===== src/rtl/instruction_loader_pkg.sv =====
// Shared widths, halt opcode and FSM state encoding for the debug instruction loader.
package instruction_loader_pkg;

   localparam int SIZE_REGISTER_INST     = 32;
   localparam int SIZE_BYTE              = 8;
   localparam int SIZE_MEMORY            = 10;
   localparam int DEFAULT_TIMEOUT_CYCLES = 100000;

   localparam logic [SIZE_REGISTER_INST-1:0] HALT_INST = 32'hFFFF_FFFF;

   // Program memory capacity, expressed in the width of the word counter.
   localparam logic [SIZE_MEMORY:0] MEM_WORDS = {1'b1, {SIZE_MEMORY{1'b0}}};

   typedef enum logic [1:0] {
      ST_IDLE  = 2'd0,
      ST_RECV  = 2'd1,
      ST_DONE  = 2'd2,
      ST_ERROR = 2'd3
   } loader_state_e;

endpackage


===== src/rtl/instruction_byte_packer.sv =====
// Big-endian byte-to-word packer: first byte lands in the top byte of the word.
module instruction_byte_packer
   import instruction_loader_pkg::*;
(
   input  logic                          i_clk,
   input  logic                          i_reset,
   input  logic                          i_strobe,
   input  logic [SIZE_BYTE-1:0]          i_byte,
   input  logic                          i_clear,
   output logic [SIZE_REGISTER_INST-1:0] o_word,
   output logic                          o_word_valid
);

   localparam int PARTIAL_W = SIZE_REGISTER_INST - SIZE_BYTE;

   logic [PARTIAL_W-1:0] partial;
   logic [1:0]           index;

   // The fourth byte completes the word straight from the input, so the
   // parent can register the full word on the same edge.
   assign o_word       = {partial, i_byte};
   assign o_word_valid = i_strobe && (index == 2'd3);

   // NOTE: state registers use non-blocking assignments so every flop samples
   // pre-edge values, independent of process evaluation order.
   always_ff @(posedge i_clk or negedge i_reset) begin
      if (!i_reset) begin
         partial <= '0;
         index   <= '0;
      end else if (i_clear) begin
         partial <= '0;
         index   <= '0;
      end else if (i_strobe) begin
         index <= index + 2'd1;
         if (index == 2'd3)
            partial <= '0;
         else
            partial <= {partial[PARTIAL_W-SIZE_BYTE-1:0], i_byte};
      end
   end

endmodule


===== config.mk =====
export PLATFORM = sky130hd
export DESIGN_NAME = instruction_byte_packer
export DESIGN_NICKNAME = d
export VERILOG_FILES = /design/src/rtl/instruction_loader_pkg.sv /design/src/rtl/instruction_byte_packer.sv
export SDC_FILE = /design/constraint.sdc
export NUM_CORES = 1
export LEC_CHECK = 0
export CORE_UTILIZATION = 48
export CTS_BUF_LIST = sky130_fd_sc_hd__clkbuf_4
export CTS_CLUSTER_SIZE = 20
export DETAILED_ROUTE_END_ITERATION = 16
export GPL_ROUTABILITY_DRIVEN = 1
export HOLD_SLACK_MARGIN = 0.03
export PLACE_DENSITY = 0.84
export SETUP_SLACK_MARGIN = 0.3
export SLEW_MARGIN = 20
export SYNTH_ARGS = -nofsm -noshare
export SYNTH_HDL_FRONTEND = slang
export SYNTH_SLANG_ARGS = --single-unit

===== constraint.sdc =====
create_clock -name i_clk -period 2.8 [get_ports i_clk]
set_input_delay 0.56 -clock i_clk [delete_from_list [all_inputs] [get_ports i_clk]]
set_output_delay 0.56 -clock i_clk [all_outputs]
set_load 0.02 [all_outputs]

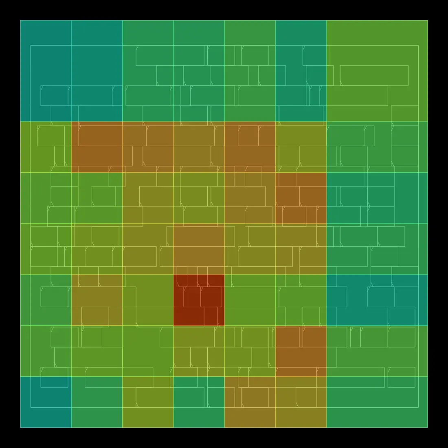
Figure 1: congestion heat map.
most used routing layer: met2
grt met1 use: 26.5%

==> out/metrics.cfg <==
[status]
status = finished clean

[drt]
via_count = 873
first_pass_iters = 4
met3WireLength_um = 146

[synthesis]
area_leaders = dfrtp_1 (48%), o32ai_2 (9.6%), nand2b_4 (8.1%)
edf_count = 0
synth_cells = 98
synth_flops = 26
yosysWarnings = 0
yosys.area.top_type = dfrtp_1

[clock_tree]
cts_tree = yes
hold_buffers = 0
numCtsBuffers = 3
post_cts_resized = 0
cts_max_path_buffers = 2

[sta]
clock.fmax_mhz = 431
period_used_pct = 82.9

[worst_setup_path]
crit_family = buffers and inverters
cp.depth = 3
worstRegToRegCells = 4
setup.worst_path.start_class = input pin

[layout]
largest_reg_flops = 24
ff_count = 26
final-nonclk-buf-share_pct = 27.4
regArea_um2 = 651
fill_cells = 209
fin_util_pct = 68.6
layout.nets = 149
top_regs = partial (24), index (2)
seq-cell-share_pct = 36.9

[grt]
grtUsageTotal_pct = 20.6
grt_overflow = 0
gr-usage-met3_pct = 4.37

[worst_hold_path]
hold_depth = 1
min_from = partial[23]

[place]
hpwl_um = 1870
dpl_cell_area_um2 = 1740

[floorplanning]
die_width_um = 55.1
chipArea_um2 = 3030
dieHeight_um = 55.1

[power]
ir_drop_mv = 0.327

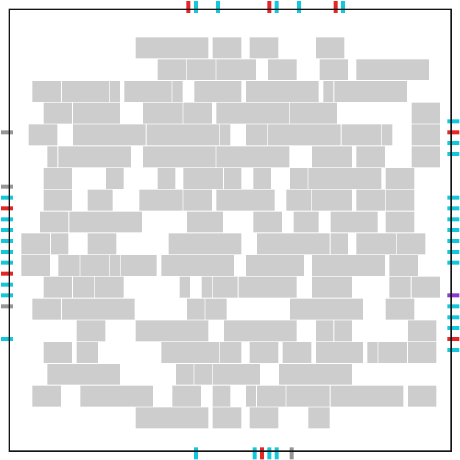
Figure 2: ports around the boundary.
Drawn at 8 px/um. Pins as bars across the die edge, other pins in grey.
legend:
  cyan:
    port: o_word
    pins: 32
    direction: output
    edge: 14 east, 9 west, 5 north, 4 south
  purple:
    port: i_reset
    pins: 1
    direction: input
    edge: east
  red:
    port: i_byte
    pins: 8
    direction: input
    edge: 3 north, 2 west, 2 east, 1 south
all pins by edge: 17 east, 14 west, 8 north, 6 south

